`config.mk`:
```
export PLATFORM = sky130hd
export DESIGN_NAME = switch_box_cfg_loader
export DESIGN_NICKNAME = d
export VERILOG_FILES = /design/src/rtl/switch_box_cfg_loader.sv
export SDC_FILE = /design/constraint.sdc
export NUM_CORES = 1
export LEC_CHECK = 0
export CORE_MARGIN = 8
export CORE_UTILIZATION = 57
export DETAILED_ROUTE_END_ITERATION = 6
export GPL_ROUTABILITY_DRIVEN = 0
export HOLD_SLACK_MARGIN = 0.02
export PLACE_DENSITY = 0.84
export SKIP_CTS_REPAIR_TIMING = 1
export SYNTH_ARGS = -nofsm -noshare
export SYNTH_HDL_FRONTEND = slang
export SYNTH_SLANG_ARGS = --single-unit
```
`constraint.sdc`:
```
create_clock -name clk -period 4.4 [get_ports clk]
set_input_delay 0.44 -clock clk [delete_from_list [all_inputs] [get_ports clk]]
set_output_delay 0.44 -clock clk [all_outputs]
set_load 0.05 [all_outputs]
```
`src/rtl/switch_box_cfg_loader.sv`:
```
// Streams per-box configuration words into a shadow bank and commits them to all
// switch boxes at once, with tri-state drive disabled for GUARD cycles around the commit.
module switch_box_cfg_loader #(
  parameter int NUM_SB = 4,
  parameter int CFG_W  = 12,
  parameter int GUARD  = 2
) (
  input  logic                     clk,
  input  logic                     rst_n,
  input  logic                     start,
  input  logic                     abort,
  input  logic [CFG_W-1:0]         in_data,
  input  logic                     in_valid,
  output logic                     in_ready,
  output logic [NUM_SB*CFG_W-1:0]  cfg_out,
  output logic                     drive_en,
  output logic                     busy,
  output logic                     done
);

  localparam int IDX_W = (NUM_SB > 1) ? $clog2(NUM_SB) : 1;
  localparam int GRD_W = $clog2(GUARD + 1);
  localparam logic [IDX_W-1:0] LAST_IDX = IDX_W'(NUM_SB - 1);
  localparam logic [GRD_W-1:0] LAST_GRD = GRD_W'(GUARD - 1);

  typedef enum logic [2:0] {IDLE, LOAD, DRAIN, COMMIT, RESUME} state_t;

  state_t                         state, state_next;
  logic [IDX_W-1:0]               word_idx;
  logic [GRD_W-1:0]               guard_cnt;
  logic [NUM_SB-1:0][CFG_W-1:0]   shadow;
  logic                           configured;
  logic                           accept;
  logic                           guard_last;

  always_comb begin
    state_next = state;
    accept     = (state == LOAD) && in_valid && !abort;
    guard_last = (guard_cnt == LAST_GRD);
    in_ready   = (state == LOAD);
    busy       = (state != IDLE);
    // Drivers stay off for the whole guard/commit window, decoded from registered state.
    drive_en   = configured && !((state == DRAIN) || (state == COMMIT) || (state == RESUME));
    case (state)
      IDLE:    if (start) state_next = LOAD;
      LOAD: begin
        if (abort)                                   state_next = IDLE;
        else if (in_valid && (word_idx == LAST_IDX)) state_next = DRAIN;
      end
      DRAIN:   if (guard_last) state_next = COMMIT;
      COMMIT:  state_next = RESUME;
      RESUME:  if (guard_last) state_next = IDLE;
      default: state_next = IDLE;
    endcase
  end

  always_ff @(posedge clk or negedge rst_n) begin
    if (!rst_n) begin
      state      <= IDLE;
      word_idx   <= '0;
      guard_cnt  <= '0;
      configured <= 1'b0;
      done       <= 1'b0;
    end else begin
      state <= state_next;
      done  <= (state == RESUME) && guard_last;
      if (state != state_next)
        guard_cnt <= '0;
      else if ((state == DRAIN) || (state == RESUME))
        guard_cnt <= guard_cnt + GRD_W'(1);
      if ((state == IDLE) && start)
        word_idx <= '0;
      else if (accept && (word_idx != LAST_IDX))
        word_idx <= word_idx + IDX_W'(1);
      if (state == COMMIT)
        configured <= 1'b1;
    end
  end

  // Shadow bank and the live configuration; cfg_out moves only on the commit edge.
  always_ff @(posedge clk or negedge rst_n) begin
    if (!rst_n) begin
      shadow  <= '0;
      cfg_out <= '0;
    end else begin
      if (accept)
        shadow[word_idx] <= in_data;
      else if ((state == LOAD) && abort)
        shadow <= '0;
      if (state == COMMIT)
        cfg_out <= shadow;
    end
  end

endmodule

```
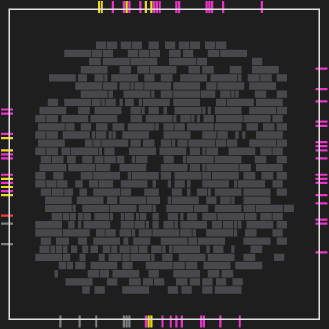
*Pin map, run 1*
Drawn at 3 px/um. Pins as bars across the die edge, other pins in grey.
legend:
  yellow:
    port: in_data
    pins: 12
    direction: input
    edge: 5 left, 5 top, 2 bottom
  red:
    port: drive_en
    pins: 1
    direction: output
    edge: left
  magenta:
    port: cfg_out
    pins: 48
    direction: output
    edge: 17 right, 14 top, 9 bottom, 8 left
all pins by edge: 19 top, 17 bottom, 17 right, 16 left

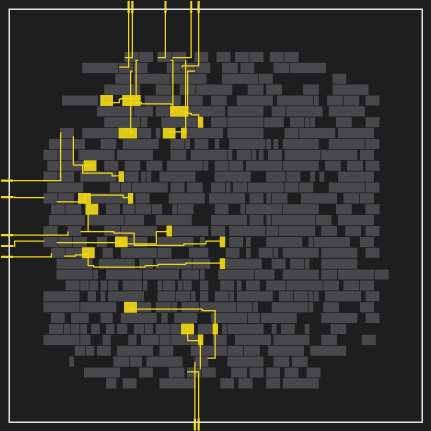
*I/O nets highlighted, run 1*
Drawn at 4 px/um.
legend:
  yellow:
    port: in_data
    bits: 12
    direction: input
    edge: 5 left, 5 top, 2 bottom
    end_cells: 24
    buffers: 12
    wire: 495 um

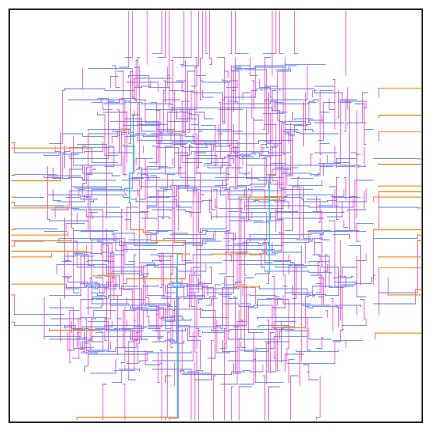
*Signal wires by layer, run 1*
Drawn at 4 px/um.
legend:
  cyan:
    layer: metal 4
    wire_length: 88.0 um
  magenta:
    layer: metal 2
    wire_length: 4,120 um
  orange:
    layer: metal 3
    wire_length: 384 um
  blue:
    layer: metal 1
    wire_length: 3,770 um

==> impl_metrics.env, run 1 <==
# source this file to load flow results
export IMPL_ys_types=33
export IMPL_die_h_um=103
export IMPL_dr_max_layer_used="met4"
export IMPL_port_buffers=68
export IMPL_yosysMostFrequentCell="dfrtp_1"
export IMPL_p_clk_share_pct=27.0
export IMPL_outcome="finished, final reports clean"
export IMPL_globalRouteMet2Util_pct=27.4
export IMPL_grt_pass1_wl_mm=13.8
export IMPL_ys_seq_share_pct=61.1
export IMPL_ff_type="dfrtp_1"
export IMPL_synth_cellmix_simpleShare_pct=7.62
export IMPL_crit_path_max_fanout=20
export IMPL_wl_met1_mm=3.77
export IMPL_ys_ff=105
export IMPL_min_path_type="input pin to async pin"
export IMPL_layout_top_cell="dfrtp_1"
export IMPL_ys_sh_adder_pct=1.45
export IMPL_cts_made_buffers=9
export IMPL_max_freq_ghz=0.376
export IMPL_p_sw_uw=690
export IMPL_dieArea_mm2=0.0106
export IMPL_compound_area_share_pct=4.19
export IMPL_critPathArrivalTime_ns=2.22
export IMPL_dpl_hpwl_mm=5.93
export IMPL_die_width_um=103
export IMPL_totalWireLength_mm=8.37
export IMPL_finClkSkew_ns=0.0118
export IMPL_path_cells="nor2_1 > nand2_1 > and3_1 > clkdlybuf4s50_1"
export IMPL_wl_met3_um=384
export IMPL_critical_path_cell_count=4
export IMPL_path_clk_slew_ns=0.10
export IMPL_ys_area_mm2=0.00430
export IMPL_overflow=0
export IMPL_crit_required_ns=3.96
export IMPL_met1_usage_pct=22.3
export IMPL_fin_crit_sh_pct=60.5
export IMPL_end_kind="output pin"
export IMPL_met2_length_mm=4.12
export IMPL_cp_top_family="buffers and inverters"
export IMPL_top_area_share_pct=61.1
export IMPL_drt_first_pass_iters=4
export IMPL_via_count=2615
export IMPL_synth_nets=338
export IMPL_mostFrequentLayoutCells="105 x dfrtp_1, 67 x clkdlybuf4s50_1, 48 x mux2_2, 40 x nand2_1, 38 x mux2i_1"
export IMPL_p_seq_share_pct=52.6
export IMPL_synth_edff_count=0
export IMPL_synthXorXnorAreaFrac_pct=0.204
export IMPL_fin_tns_setup_ns=0
export IMPL_finalCriticalPeriod_ns=2.66
export IMPL_ys_warn_count=0
export IMPL_fp_utilization_pct=59.0
export IMPL_grt_busiest_layer="met2"
export IMPL_critical_path_endpoint="drive_en"
export IMPL_fin_util_pct=71.5
export IMPL_rsz0062_at_grt="no"
export IMPL_synthTopCellsByArea="dfrtp_1 61%, mux2_2 13%, mux2i_1 8.8%"
export IMPL_path_buffers=1
export IMPL_mux_share_pct=21.4
export IMPL_final_hold_violation_count=0
export IMPL_leakage_nw=2.73
export IMPL_seq_power_mw=1.16
export IMPL_startpoint="state[0]$_DFF_PN0_"
export IMPL_path_class="flop to output pin"
export IMPL_grt_start_max_net_pins=65
export IMPL_switching_share_pct=31.2
export IMPL_synth_area_leader_cell="dfrtp_1"
export IMPL_combPwrFrac_pct=20.5
export IMPL_r2r_end="shadow[24]$_DFFE_PN0P_"
export IMPL_clkLatencyLatePin_ns=0.36
export IMPL_io_pins=69
-- run 1: layout make-up --
| cell class | instances | area (um^2) | share of cell area [%] |
|---|---|---|---|
| sequential | 105 | 2630 | 50.4 |
| multi-input combinational | 177 | 1500 | 28.8 |
| timing repair buffer | 71 | 701 | 13.4 |
| inverter | 16 | 60.1 | 1.15 |
| clock inverter | 7 | 77.6 | 1.49 |
| clock buffer | 9 | 124 | 2.38 |
| tap | 99 | 124 | 2.38 |
-- run 1: through the flow --
step                cell area (um^2)  setup WS (ns)  total power [mW]  hold WS (ns)
floorplan                       4300           2.49              1.48         0.144
global placement                5010           1.91              1.62         0.442
detailed placement              5010           1.80              1.64         0.446
CTS                             5210           1.75              2.23         0.184
global route                    5210           1.57              2.32         0.204
finish                          5210           1.74              2.21         0.143
==> run 2, diff against run 1 <==
--- a/config.mk
+++ b/config.mk
@@ -6,11 +6,11 @@
 export NUM_CORES = 1
 export LEC_CHECK = 0
 export CORE_MARGIN = 8
-export CORE_UTILIZATION = 57
+export CORE_UTILIZATION = 48
 export DETAILED_ROUTE_END_ITERATION = 6
 export GPL_ROUTABILITY_DRIVEN = 0
 export HOLD_SLACK_MARGIN = 0.02
-export PLACE_DENSITY = 0.84
+export PLACE_DENSITY = 0.76
 export SKIP_CTS_REPAIR_TIMING = 1
 export SYNTH_ARGS = -nofsm -noshare
 export SYNTH_HDL_FRONTEND = slang
==> constraint.sdc (replaced) <==
create_clock -name clk -period 2.3 [get_ports clk]
set_input_delay 0.23 -clock clk [delete_from_list [all_inputs] [get_ports clk]]
set_output_delay 0.23 -clock clk [all_outputs]
set_load 0.05 [all_outputs]
==> run 2 against run 1 <==
Critical path type unchanged. Final cell count is 3.5% higher. Total power is 93% higher. Flip-flop count stayed put. Hold slack better by 0.20 ns. Final area is 1.9% higher. Synthesized cell count stayed put.
==> impl_metrics.env, run 2 <==
# source this file to load flow results
export IMPL_outcome="finished, final reports clean"
export IMPL_nNonClkInverters=16
export IMPL_p_seq_share_pct=51.4
export IMPL_p_sw_mw=1.30
export IMPL_ys_seq_share_pct=61.1
export IMPL_synthXorXnorAreaFrac_pct=0.204
export IMPL_largest_cell_class="flip-flops and latches"
export IMPL_nNonClkBuffers=79
export IMPL_final_hold_violation_count=0
export IMPL_globalRouteMet2Util_pct=21.7
export IMPL_ys_types=33
export IMPL_drt_first_pass_iters=4
export IMPL_ys_warn_count=0
export IMPL_dieArea_mm2=0.0122
export IMPL_r2r_end="shadow[41]$_DFFE_PN0P_"
export IMPL_die_h_um=111
export IMPL_end_kind="output pin"
export IMPL_grt_pass1_wl_mm=14.4
export IMPL_fin_util_pct=60.9
export IMPL_overflow=0
export IMPL_sh_seq_area_pct=49.5
export IMPL_die_width_um=111
export IMPL_finClkSkew_ns=0.00845
export IMPL_ys_sh_adder_pct=1.45
export IMPL_cts_made_buffers=9
export IMPL_layout_top_cell="dfrtp_1"
export IMPL_min_path_type="input pin to async pin"
export IMPL_fin_crit_sh_pct=94.4
export IMPL_synthTopCellsByArea="dfrtp_1 61%, mux2_2 13%, mux2i_1 8.8%"
export IMPL_path_class="flop to output pin"
export IMPL_critical_path_endpoint="busy"
export IMPL_place_area_mm2=0.00510
export IMPL_dpl_hpwl_mm=5.99
export IMPL_synth_area_leader_cell="dfrtp_1"
export IMPL_seq_cell_count=105
export IMPL_synth_cellmix_simpleShare_pct=7.62
export IMPL_wl_met3_um=375
export IMPL_logic_gates=177
export IMPL_io_pins=69
export IMPL_compound_area_share_pct=4.19
export IMPL_path_clk_slew_ns=0.09
export IMPL_n_tap_cell=108
export IMPL_grt_busiest_layer="met2"
export IMPL_mostFrequentLayoutCells="105 x dfrtp_1, 65 x clkdlybuf4s50_1, 48 x mux2_2, 40 x nand2_1, 38 x mux2i_1"
export IMPL_grt_start_max_net_pins=55
export IMPL_fin_ws_ns=0.128
export IMPL_critPathArrivalTime_ns=1.94
export IMPL_leakage_nw=2.79
export IMPL_nonClkBufAreaFrac_pct=14.7
export IMPL_yosysMostFrequentCell="dfrtp_1"
export IMPL_startpoint="state[2]$_DFF_PN0_"
export IMPL_p_clk_share_pct=27.4
export IMPL_max_freq_ghz=0.460
export IMPL_ff_type="dfrtp_1"
export IMPL_clkLatencyLatePin_ns=0.36
export IMPL_mux_share_pct=21.4
run 2: cell types whose count changed in the layout (fill, tap and decap cells not counted), moves of 2 or more:
cell | previous run | this run
clkdlybuf4s50_1 | 67 | 65
inv_6 | 2 | 0
buf_4 | 4 | 11
clkbuf_8 | 9 | 11
buf_12 | 0 | 2
run 2: worst max-delay path, cell delays in order (launching register included):
cell and delay, ns:
dfrtp_1 0.52, or3_1 0.36, clkdlybuf4s50_1 0.71
run 2: power by group through the flow:
| stage | Sequential, mW | Combinational [mW] | Clock, mW |
|---|---|---|---|
| after global routing | 2.23 | 0.990 | 1.26 |
| after CTS | 2.20 | 0.915 | 1.20 |
| after detailed placement | 2.24 | 0.911 | 0 |
| after floorplan | 2.33 | 0.494 | 0 |
| after global placement | 2.23 | 0.885 | 0 |
| final | 2.20 | 0.905 | 1.17 |
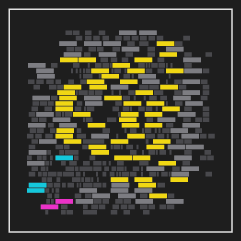
*Where the registers sit, run 2*
Drawn at 2 px/um. Other sequential cells in the stronger grey, the rest of the logic in the fainter grey.
legend:
  yellow:
    name_in_the_netlist: shadow
    sequential_cells: 48
  magenta:
    name_in_the_netlist: guard_cnt
    sequential_cells: 2
  cyan:
    name_in_the_netlist: state
    sequential_cells: 3

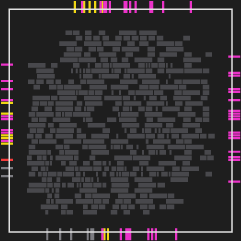
*Pin map, run 2*
Drawn at 2 px/um. Pins as bars across the die edge, other pins in grey.
legend:
  red:
    port: drive_en
    pins: 1
    direction: output
    edge: left
  magenta:
    port: cfg_out
    pins: 48
    direction: output
    edge: 17 right, 13 top, 9 bottom, 9 left
  yellow:
    port: in_data
    pins: 12
    direction: input
    edge: 5 left, 5 top, 2 bottom
all pins by edge: 18 top, 17 bottom, 17 left, 17 right

==> run 3, diff against run 2 <==
--- a/config.mk
+++ b/config.mk
@@ -5,6 +5,7 @@
 export SDC_FILE = /design/constraint.sdc
 export NUM_CORES = 1
 export LEC_CHECK = 0
+export CORE_ASPECT_RATIO = 1.1
 export CORE_MARGIN = 8
 export CORE_UTILIZATION = 48
 export DETAILED_ROUTE_END_ITERATION = 6
==> run 3 against run 2 <==
Clock skew is 0.0026 ns higher. Synthesized cell count unchanged. Synthesized area did not move. Fmax increased by 16%. Critical path depth stayed put. Sequential power hardly changed. Setup slack improved by 0.30 ns. Via count grew 0.66%. Sequential share of layout area up 0.16 points. Register-to-register slack better by 0.06 ns. Critical path type unchanged. Largest power group unchanged.
==> impl_metrics.env, run 3 <==
# source this file to load flow results
export IMPL_path_buffers=1
export IMPL_synthTopCellsByArea="dfrtp_1 61%, mux2_2 13%, mux2i_1 8.8%"
export IMPL_rsz0062_at_grt="no"
export IMPL_ir_drop_uv=476
export IMPL_final_area_mm2=0.00530
export IMPL_io_pins=69
export IMPL_leakage_nw=2.78
export IMPL_totalWireLength_mm=8.51
export IMPL_finalCriticalPeriod_ns=1.87
export IMPL_largest_cell_class="flip-flops and latches"
export IMPL_dp_slack_ns=0.429
export IMPL_r2r_end="cfg_out[31]$_DFFE_PN0N_"
export IMPL_port_buffers=68
export IMPL_critPathArrivalTime_ns=1.64
export IMPL_globalRouteMet2Util_pct=23.2
export IMPL_met1_usage_pct=18.5
export IMPL_drt_first_pass_iters=4
export IMPL_synth_edff_count=0
export IMPL_crit_path_max_fanout=12
export IMPL_top_area_share_pct=61.1
export IMPL_path_class="flop to output pin"
export IMPL_clk_share_pct=3.47
export IMPL_dpl_hpwl_mm=6.10
export IMPL_ys_warn_count=0
export IMPL_max_freq_ghz=0.535
export IMPL_place_area_mm2=0.00510
export IMPL_nNonClkInverters=16
export IMPL_sh_comb_area_pct=28.3
export IMPL_mostFrequentLayoutCells="105 x dfrtp_1, 64 x clkdlybuf4s50_1, 48 x mux2_2, 40 x nand2_1, 38 x mux2i_1"
export IMPL_grt_busiest_layer="met2"
export IMPL_synth_nets=338
export IMPL_path_clk_slew_ns=0.10
export IMPL_cp_top_family="flip-flops"
export IMPL_overflow=0
export IMPL_fin_ws_ns=0.432
export IMPL_finClkSkew_ns=0.0111
export IMPL_grt_pass1_wl_mm=14.2
export IMPL_grt_start_max_net_pins=52
export IMPL_fin_crit_sh_pct=81.2
export IMPL_via_count=2610
export IMPL_fp_utilization_pct=49.0
export IMPL_fin_total_pwr_mw=4.18
export IMPL_critical_path_cell_count=2
export IMPL_seq_cell_count=105
export IMPL_compound_area_share_pct=4.19
export IMPL_ys_ff=105
export IMPL_startpoint="state[1]$_DFF_PN0_"
export IMPL_end_kind="output pin"
export IMPL_logic_gates=177
export IMPL_yosysMostFrequentCell="dfrtp_1"
export IMPL_whs_ns=0.304
export IMPL_cts_made_buffers=9
export IMPL_synth_cellmix_simpleShare_pct=7.62
export IMPL_layout_top_cell="dfrtp_1"
export IMPL_synthXorXnorAreaFrac_pct=0.204
export IMPL_ys_seq_share_pct=61.1
export IMPL_outcome="finished, final reports clean"
export IMPL_die_width_um=106
export IMPL_cp_slowest_stage_delay_ns=0.53
export IMPL_clkLatencyLatePin_ns=0.36
export IMPL_path_cells="or3_1 > dlymetal6s2s_1"
export IMPL_regArea_mm2=0.00263
export IMPL_mux_share_pct=21.4
export IMPL_sh_seq_area_pct=49.6
export IMPL_ys_sh_adder_pct=1.45
export IMPL_ys_types=33
[run 3: cell counts after synthesis]
No cell type changed its count.
[run 3: cell families after synthesis]
logic type | after synthesis
adder cells (fa/ha/maj) | 5
AND-OR/OR-AND | 23
flip-flops | 105
XOR/XNOR | 1
buffers and inverters | 34
multiplexers | 86
AND/OR/NAND/NOR | 62
[run 3: metal layers]
metal | share of wire (%) | wire length (um) | vias up
li1 | - | - | 1230
met2 | 48 | 4120 | 46
met3 | 4.3 | 365 | 10
met1 | 46 | 3880 | 1324
met4 | 1.6 | 138 | 0
met5 | 0 | 0 | -
[run 3: where the power goes]
part	switching, mW	total, mW	internal (mW)
Combinational	0.546	0.892	0.345
Clock	0.668	1.08	0.415
Sequential	0.144	2.21	2.06
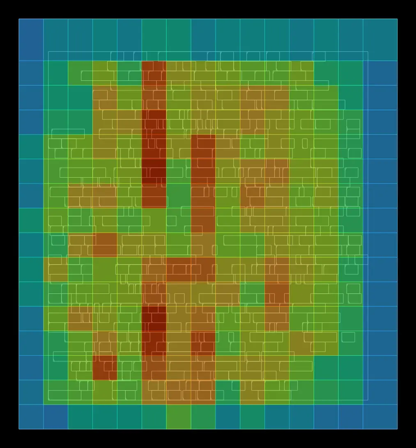
*Routing congestion map, run 3*
final core utilization: 60.3%
drt wl/cell: 16.8 um

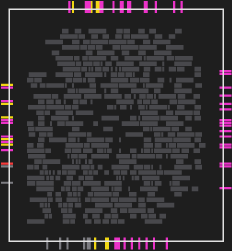
*Pin map, run 3*
Drawn at 2 px/um. Pins as bars across the die edge, other pins in grey.
legend:
  yellow:
    port: in_data
    pins: 12
    direction: input
    edge: 5 left, 4 top, 3 bottom
  magenta:
    port: cfg_out
    pins: 48
    direction: output
    edge: 16 right, 16 top, 9 bottom, 7 left
  red:
    port: drive_en
    pins: 1
    direction: output
    edge: left
all pins by edge: 20 top, 18 bottom, 16 right, 15 left

Power is estimated from default activity; no workload was simulated.
